--- src/rtl/riscv_soft_host_loader_pkg.sv ---
// Shared encodings for the host loader: memory request opcodes/types,
// loader command opcodes and FSM state encoding.
package riscv_soft_host_loader_pkg;

  localparam int HOST_XPR_LEN = 32;

  localparam logic [1:0] MEM_LOAD   = 2'd0;
  localparam logic [1:0] MEM_STORE  = 2'd1;
  localparam logic [2:0] MEM_TYPE_W = 3'd2;

  localparam logic [7:0] OPC_WRITE = 8'h01;
  localparam logic [7:0] OPC_READ  = 8'h02;

  typedef enum logic [2:0] {
    S_IDLE = 3'd0,
    S_ADDR = 3'd1,
    S_DATA = 3'd2,
    S_REQ  = 3'd3,
    S_WAIT = 3'd4,
    S_TX   = 3'd5
  } loader_state_e;

endpackage

--- src/rtl/riscv_soft_host_loader.sv ---
// Host-side loader: assembles byte-stream word read/write commands, issues
// them on the memory host port and streams back an ack or read data.
//
// state | meaning
// IDLE  | waiting for an opcode byte
// ADDR  | collecting 4 little-endian address bytes
// DATA  | collecting 4 little-endian write-data bytes
// REQ   | host_req_valid held until the memory accepts
// WAIT  | waiting for host_resp_valid
// TX    | returning ack / error / read bytes, low byte first
module riscv_soft_host_loader
  import riscv_soft_host_loader_pkg::*;
#(
  parameter int         XPR_LEN  = HOST_XPR_LEN,
  parameter logic [7:0] ACK_BYTE = 8'hA5,
  parameter logic [7:0] ERR_BYTE = 8'hEE
) (
  input  logic               clk,
  input  logic               reset,
  input  logic               rx_valid,
  output logic               rx_ready,
  input  logic [7:0]         rx_data,
  output logic               tx_valid,
  input  logic               tx_ready,
  output logic [7:0]         tx_data,
  input  logic               host_req_ready,
  output logic               host_req_valid,
  output logic [1:0]         host_req_op,
  output logic [2:0]         host_req_op_type,
  output logic [XPR_LEN-1:0] host_req_addr,
  output logic [XPR_LEN-1:0] host_req_data,
  input  logic               host_resp_valid,
  input  logic [XPR_LEN-1:0] host_resp_data,
  output logic               busy
);

  loader_state_e      state_q;
  logic               rx_ready_q;
  logic               is_write_q;
  logic [1:0]         byte_cnt_q;
  logic [1:0]         op_q;
  logic [XPR_LEN-1:0] addr_q;
  logic [XPR_LEN-1:0] data_q;
  logic               req_valid_q;
  logic [XPR_LEN-1:0] tx_sh_q;
  logic [2:0]         tx_cnt_q;

  // Command sequencer: frame assembly, request handshake, response serialization.
  always_ff @(posedge clk or negedge reset) begin
    if (!reset) begin
      state_q     <= S_IDLE;
      rx_ready_q  <= 1'b0;
      is_write_q  <= 1'b0;
      byte_cnt_q  <= 2'd0;
      op_q        <= MEM_LOAD;
      addr_q      <= '0;
      data_q      <= '0;
      req_valid_q <= 1'b0;
      tx_sh_q     <= '0;
      tx_cnt_q    <= 3'd0;
    end else begin
      case (state_q)
        S_IDLE: begin
          // rx_ready comes up one cycle after reset release and stays up here
          rx_ready_q <= 1'b1;
          if (rx_valid && rx_ready_q) begin
            byte_cnt_q <= 2'd0;
            if (rx_data == OPC_WRITE || rx_data == OPC_READ) begin
              is_write_q <= (rx_data == OPC_WRITE);
              op_q       <= (rx_data == OPC_WRITE) ? MEM_STORE : MEM_LOAD;
              state_q    <= S_ADDR;
            end else begin
              tx_sh_q    <= {{(XPR_LEN-8){1'b0}}, ERR_BYTE};
              tx_cnt_q   <= 3'd1;
              rx_ready_q <= 1'b0;
              state_q    <= S_TX;
            end
          end
        end
        S_ADDR: begin
          if (rx_valid) begin
            addr_q[{byte_cnt_q, 3'b000} +: 8] <= rx_data;
            byte_cnt_q <= byte_cnt_q + 2'd1;
            if (byte_cnt_q == 2'd3) begin
              if (is_write_q) begin
                state_q <= S_DATA;
              end else begin
                state_q     <= S_REQ;
                req_valid_q <= 1'b1;
                rx_ready_q  <= 1'b0;
              end
            end
          end
        end
        S_DATA: begin
          if (rx_valid) begin
            data_q[{byte_cnt_q, 3'b000} +: 8] <= rx_data;
            byte_cnt_q <= byte_cnt_q + 2'd1;
            if (byte_cnt_q == 2'd3) begin
              state_q     <= S_REQ;
              req_valid_q <= 1'b1;
              rx_ready_q  <= 1'b0;
            end
          end
        end
        S_REQ: begin
          if (host_req_ready) begin
            req_valid_q <= 1'b0;
            state_q     <= S_WAIT;
          end
        end
        S_WAIT: begin
          if (host_resp_valid) begin
            if (is_write_q) begin
              tx_sh_q  <= {{(XPR_LEN-8){1'b0}}, ACK_BYTE};
              tx_cnt_q <= 3'd1;
            end else begin
              tx_sh_q  <= host_resp_data;
              tx_cnt_q <= 3'd4;
            end
            state_q <= S_TX;
          end
        end
        S_TX: begin
          if (tx_ready) begin
            tx_sh_q  <= {8'h00, tx_sh_q[XPR_LEN-1:8]};
            tx_cnt_q <= tx_cnt_q - 3'd1;
            if (tx_cnt_q == 3'd1) begin
              state_q    <= S_IDLE;
              rx_ready_q <= 1'b1;
            end
          end
        end
        default: begin
          state_q     <= S_IDLE;
          req_valid_q <= 1'b0;
        end
      endcase
    end
  end

  assign rx_ready         = rx_ready_q;
  assign tx_valid         = (state_q == S_TX);
  assign tx_data          = tx_sh_q[7:0];
  assign host_req_valid   = req_valid_q;
  assign host_req_op      = op_q;
  assign host_req_op_type = MEM_TYPE_W;
  assign host_req_addr    = addr_q;
  assign host_req_data    = data_q;
  assign busy             = (state_q != S_IDLE);

endmodule
--- config.mk ---
export PLATFORM = sky130hd
export DESIGN_NAME = riscv_soft_host_loader
export DESIGN_NICKNAME = d
export VERILOG_FILES = /design/src/rtl/riscv_soft_host_loader_pkg.sv /design/src/rtl/riscv_soft_host_loader.sv
export SDC_FILE = /design/constraint.sdc
export NUM_CORES = 1
export LEC_CHECK = 0
export ABC_CLOCK_PERIOD_IN_PS = 2500
export CAP_MARGIN = 30
export CORE_ASPECT_RATIO = 1.5
export CORE_UTILIZATION = 45
export CTS_CLUSTER_SIZE = 10
export DETAILED_ROUTE_END_ITERATION = 10
export GPL_TIMING_DRIVEN = 0
export PLACE_DENSITY = 0.8
export SYNTH_ARGS = -nofsm -noshare
export SYNTH_HDL_FRONTEND = slang
export SYNTH_SLANG_ARGS = --single-unit
export TNS_END_PERCENT = 50
--- constraint.sdc ---
create_clock -name clk -period 2.5 [get_ports clk]
set_input_delay 0.625 -clock clk [delete_from_list [all_inputs] [get_ports clk]]
set_output_delay 0.625 -clock clk [all_outputs]
set_load 0.02 [all_outputs]
run_1/met2.png
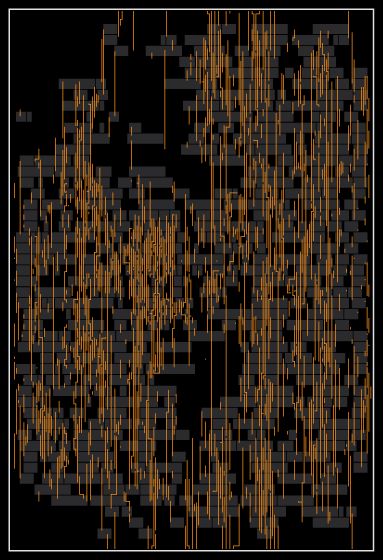
main direction: vertical
wire length on this layer: 6530 µm
longest straight run: 89.1 µm

run_1/final_congestion.png
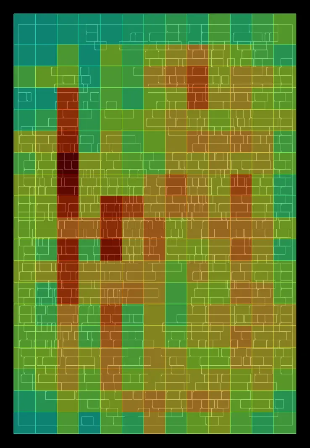
met1 Usage GRT: 24.2%
met3 GRT Util: 4.25%
busiest grt layer: met2
average routed wire per standard cell: 16.9 µm

run_1/met3.png
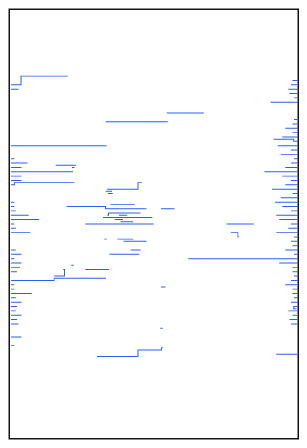
wire length on this layer: 608 µm
nets with wire on the layer: 110
longest straight run: 33.8 µm

==> run_results.csv, run 1 <==
group,metric,value,unit
run_status,status,"complete, no violations",
cts,clock-sinks,107,
drt,dr.pass1.iters,4,
yosys,synth_area,5220,µm²
global_route,met2_usage,39.1,%
drt,wl,12000,µm
drt,drc_errors,0,
setup_path,worstPathMaxFanout,10,
sta,period_used_share,95.5,%
finish,final_area,7000,µm²
cts,clk_latency,0.34,ns
floorplanning,die_h,134,µm
setup_path,crit_chain,"clkdlybuf4s50_1, nor4_4, nand3_2, o21ai_4, buf_12, buf_12, mux2_4",
floorplanning,row_count,47,
sta,worst_pin_slew,0.650,ns
finish,final_nets,612,
setup_path,cp_data_required_time,2.72,ns
cts,h-tree-depth,3,
yosys,ys_seq_share,51.3,%
drt,routed_via_density,5.31,
place,pre_cts_ws,-0.445,ns
sta,maxSlewHeadroom,56.3,%
yosys,ff_type,"dfrtp_1",
setup_path,crit_path_start_kind,"input port",
global_route,grt_pass1_wl,19900,µm
yosys,synth_flops,107,
cts,cts-root-to-sink-buffers,2,
floorplanning,die-area,12000,µm²
yosys,ys_cells,419,
place,portBuffers,122,
finish,layout-drive-gt1-share,24.7,%
flow_run,warnings,32,
drt,vias,3771,
yosys,synth-area-yosys,5220,µm²
worst_hold_path,hold_path.class,"in -> async",
sta,finalHoldViolations,0,
sta,setup_ws,0.113,ns
finish,final.fill_count,912,
floorplanning,ioPinCount,127,
finish,diodes,0,
setup_path,crit_top_cell,"buf_12",
yosys,avgSynthCellArea,12.5,µm²
cts,cts_tree,"built",
setup_path,max_stage_delay,0.55,ns
sta,finClkSkew,0.0106,ns
finish,seqCellArea,2680,µm²
floorplanning,fp_util,46.7,%
yosys,synth-edff-count,0,
finish,combGateArea,2270,µm²
finish,layout_top_cells_excl_fill_tap,"clkdlybuf4s50_1 (118), dfrtp_1 (106), mux2_2 (69)",
[run 1: through the flow]
step                      setup TNS (ns)  std cells  utilization [%]  power (µW)  hold slack (ns)
final                                  0        710             62.6        6690            0.219
after global routing                   0        710             62.6        7070            0.237
after CTS                              0        710             62.6        6740            0.224
after detailed placement          -13.30        691             59.6        5200            0.489
after global placement           -337.12        690             59.4        5100            0.481
after floorplan                        0        421                -        4240            0.329
[run 1: cell type report]
cell class	count	area share [%]
clock buffers	10	3.27
inverters	21	1.13
plain buffers	27	2.97
flip-flops and latches	107	38.3
clock inverters	6	1.04
repair buffers	126	18.3
well taps	147	2.63
multi-input cells	266	32.4
[run 1: layer usage]
layer | vias up | routed length (µm)
met5 | - | 0
met4 | 0 | 194
met3 | 16 | 607
met2 | 140 | 6530
met1 | 1873 | 4700
li1 | 1742 | -
[run 1: critical path: cells and delay by family]
| kind | cells | cell delay (ns) |
|---|---|---|
| AND-OR/OR-AND | 1 | 0.22 |
| multiplexers | 1 | 0.30 |
| buffers and inverters | 3 | 0.85 |
| AND/OR/NAND/NOR | 2 | 0.60 |
[run 1: logic make-up after synthesis]
kind of cell | share of synthesized area (%)
other | 0.144
AND/OR/NAND/NOR | 11.1
AND-OR/OR-AND | 7.48
multiplexers | 22.4
flip-flops | 51.3
buffers and inverters | 5.49
adder cells (fa/ha/maj) | 1.92
XOR/XNOR | 0.168
[run 1: worst paths after layout]
check                          startpoint                end  slack (ns)  depth (start not counted)
max reg2reg                 byte_cnt_q[0]  host_req_addr[19]        0.27                          6
min                                 reset   host_req_data[5]        0.22                          1
max in group asynchronous           reset        tx_sh_q[29]        1.57                          2
max                            rx_data[2]        tx_sh_q[21]        0.11                          7
min reg2reg                host_req_valid     host_req_valid        0.50                          1
min in group clk           host_req_valid     host_req_valid        0.50                          1
[run 1: state kept, by name (all words and copies together), names as in the netlist]
name	cells
rx_ready	1
tx_cnt_q	3
byte_cnt_q	2
host_req_valid	1
host_req_data	32
state_q	3
is_write_q	1
tx_sh_q	32
host_req_addr	32
[run 1: timing repair]
item                       4_1_cts  5_1_grt
resized                          4        4
gates cloned                     0        0
buffers inserted                 3        0
pin swaps                        2        1
setup endpoints to repair       20       27
[run 1: report_power, final]
group | internal (µW) | total [µW] | switching (µW)
registers | 1970 | 2130 | 159
clock network | 789 | 1410 | 625
logic | 1530 | 3140 | 1620
total | 4290 | 6690 | 2400
[run 1: cell usage after synthesis, drive strengths merged (3+ instances only)]
cell type | number | share of area [%]
and2 | 31 | 3.7
buf | 23 | 3.7
inv | 20 | 1.4
o21ai | 12 | 1.4
a221o | 3 | 0.58
clkbuf | 4 | 0.29
o22ai | 4 | 0.48
nand2b | 4 | 0.48
a22o | 10 | 1.7
nor3 | 9 | 0.86
dfrtp | 107 | 51
nand3b | 6 | 0.86
ha | 8 | 1.9
nand2 | 32 | 2.3
nor4 | 4 | 0.77
nor2 | 10 | 0.72
mux2 | 87 | 20
mux2i | 12 | 2.3
==> inputs of run 2 (changes only) <==
HOLD_SLACK_MARGIN = 0.03   (was unset)
run_2/met1.png
Bar = 20 µm. Supply wires on this layer in gray.
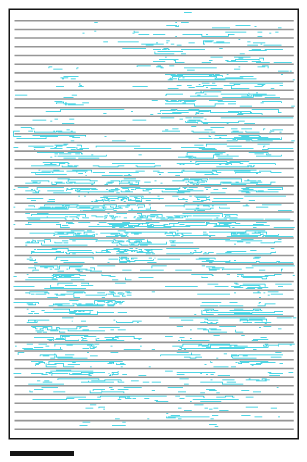
nets with wire on the layer: 525
wire length on this layer: 4700 µm
share of all routed wire: 39%
main direction: horizontal
longest straight run: 29.9 µm

run_2/met2.png
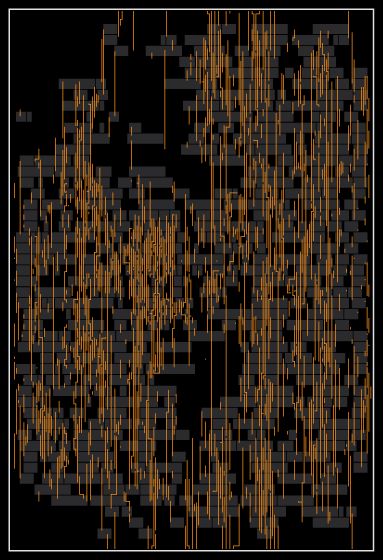
wire length on this layer: 6530 µm
share of all routed wire: 54%
nets with wire on the layer: 561
longest straight run: 89.1 µm
main direction: vertical

run_2/final_congestion.png
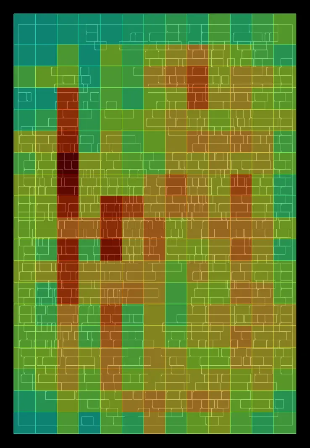
Final Core Density: 62.6%
GRT Total Usage: 21.0%
M2 GR Usage: 39.1%

==> run 2 against run 1 <==
Effect of this change: register-to-register slack barely moved; via count did not move; synthesized cell count did not move; worst hold slack did not move; critical path type unchanged; critical endpoint unchanged; largest power group unchanged; highest routed layer unchanged.
==> run_results.csv, run 2 <==
group,metric,value,unit
run_status,status,"complete, no violations",
drt,vias,3771,
setup_path,reg2regPathDepth,6,
floorplanning,fp_util,46.7,%
setup_path,r2r_setup_slack,0.27,ns
yosys,top_cells_by_area,"dfrtp_1 (51%), mux2_2 (15%), mux2_4 (5.2%), and2_1 (3.7%), mux2i_1 (2.3%)",
yosys,synth-edff-count,0,
drt,drc_errors,0,
sta,maxSlewHeadroom,56.3,%
flow_run,warnings,32,
cts,clk_latency,0.34,ns
yosys,xor_area_share,0.168,%
setup_path,worstPathMaxFanout,10,
setup_path,rr_endpoint,"host_req_addr[19]",
floorplanning,die_h,134,µm
yosys,ys_seq_share,51.3,%
yosys,ys_sh_adder,1.92,%
drt,wl,12000,µm
drt,drt_iter0_drc,138,
setup_path,crit_path_start_kind,"input port",
power_and_ir_drop,sw_frac_of_total,35.9,%
place,pre_cts_ws,-0.445,ns
setup_path,worst-path-buf-inv,3,
setup_path,cp_data_required_time,2.72,ns
finish,diodes,0,
power_and_ir_drop,pwr-share-clk,21.1,%
floorplanning,die-area,12000,µm²
floorplanning,row_count,47,
yosys,ys_cells,419,
yosys,async_flop_share,100,%
power_and_ir_drop,seqPwrFrac,31.8,%
power_and_ir_drop,cell_internal_pwr,4290,µW
yosys,synth-area-yosys,5220,µm²
yosys,mux_area_share,22.4,%
sta,finalSetupTns,0,ns
sta,worst_pin_slew,0.650,ns
finish,final_nets,612,
yosys,synth_area,5220,µm²
yosys,synth_flops,107,
setup_path,cpLargestDelayFamily,"buffers and inverters",
setup_path,worstSetupEndpointType,"flip-flop",
worst_hold_path,hold_path.class,"in -> async",
setup_path,path_depth,7,
finish,layout_top_cells_excl_fill_tap,"clkdlybuf4s50_1 (118), dfrtp_1 (106), mux2_2 (69)",
yosys,avgSynthCellArea,12.5,µm²
cts,cts-root-to-sink-buffers,2,
setup_path,max_stage_delay,0.55,ns
cts,cts-root-buf,"clkbuf_16",
setup_path,crit_top_cell,"buf_12",
finish,final_area,7000,µm²
yosys,yosys_warnings,0,
yosys,top_logic_kind,"multiplexers",
yosys,common_cells,"dfrtp_1 (107), mux2_2 (69), nand2_1 (32)",
setup_path,timing.rr.start,"byte_cnt_q[0]",
yosys,top_cell_area_share,51.3,%
yosys,synthSimpleGateAreaFrac,11.1,%
floorplanning,ioPinCount,127,
place,portBuffers,122,
setup_path,crit_chain,"clkdlybuf4s50_1, nor4_4, nand3_2, o21ai_4, buf_12, buf_12, mux2_4",
yosys,ff_type,"dfrtp_1",
yosys,yosys.area.top_type,"dfrtp_1",
power_and_ir_drop,p_switching,2400,µW
setup_path,crit_start,"rx_data[2]",
sta,setup_ws,0.113,ns
drt,dr.pass1.iters,4,
sta,period_used_share,95.5,%
yosys,most_common_cell,"dfrtp_1",
cts,clock-sinks,107,
finish,layout-drive-gt1-share,24.7,%
yosys,aoi_share,7.48,%
sta,finClkSkew,0.0106,ns
global_route,grt_pass1_wl,19900,µm
sta,rsz0062_at_grt,"no",
finish,final.fill_count,912,
sta,finalHoldViolations,0,
cts,h-tree-depth,3,
drt,routed_via_density,5.31,
drt,wire_per_inst,16.9,µm
cts,cts_tree,"built",
power_and_ir_drop,power_frac_comb,47.0,%
==> run 2: worst reg2reg max path, cell delays in order (launching register included) <==
cell      delay [ns]
dfrtp_1         0.44
clkinv_1        0.27
ha_1            0.40
inv_1           0.10
nor3_1          0.57
and2_1          0.25
mux2_2          0.16
==> run 2: per-stage QoR <==
stage                     utilization [%]  power, µW  cells  hold slack, ns
final                                62.6       6690    710           0.219
after CTS                            62.6       6740    710           0.224
after detailed placement             59.6       5200    691           0.489
after global placement               59.4       5100    690           0.481
after global routing                 62.6       7070    710           0.237
after floorplan                         -       4240    421           0.329
==> run 2: repair_timing <==
| item | CTS | global route |
|---|---|---|
| cloned | 0 | 0 |
| setup endpoints to repair | 20 | 27 |
| buffers inserted | 3 | 0 |
| resized | 4 | 4 |
| pin swaps | 2 | 1 |
| hold buffers | 0 | 0 |
==> run 2: worst max-delay path by stage <==
stage,to,slack [ns]
6_report,tx_sh_q[21],0.11
5_1_grt,tx_cnt_q[1],0.03
4_1_cts,tx_valid,0.004
3_5_place_dp,tx_sh_q[18],-0.45
3_3_place_gp,tx_sh_q[7],-3.04
2_1_floorplan,tx_cnt_q[0],0.46
==> run 2: per-layer routing <==
| layer | global-route usage, % | part of all wire [%] | vias up |
|---|---|---|---|
| met5 | 0 | 0 | - |
| met4 | 6.36 | 1.6 | 0 |
| met3 | 4.25 | 5.0 | 16 |
| met2 | 39.1 | 54 | 140 |
| met1 | 24.2 | 39 | 1873 |
| li1 | - | - | 1742 |
==> run 2: cell families after synthesis <==
family,Yosys count
flops,107
fa+ha+maj,8
other cells,2
xor+xnor,1
mux,99
simple gates,105
compound gates,49
buf+inv,48
==> run 2: area by class of cell <==
type / count / area [µm²] / share of cell area [%]
multi-input cells: 266 / 2270 / 32.4
plain buffers: 27 / 208 / 2.97
repair buffers: 126 / 1280 / 18.3
inverters: 21 / 78.8 / 1.13
clock inverters: 6 / 72.6 / 1.04
well taps: 147 / 184 / 2.63
clock buffers: 10 / 229 / 3.27
flip-flops and latches: 107 / 2680 / 38.3
==> run 2: power by group through the flow <==
| stage | Clock [µW] | Combinational (µW) | Sequential [µW] |
|---|---|---|---|
| 5_1_grt | 1530 | 3370 | 2170 |
| 3_3_place_gp | 0 | 2950 | 2150 |
| 4_1_cts | 1460 | 3150 | 2130 |
| 3_5_place_dp | 0 | 3030 | 2160 |
| 2_1_floorplan | 0 | 1960 | 2280 |
| 6_report | 1410 | 3140 | 2130 |
Power is estimated from default activity; no workload was simulated.
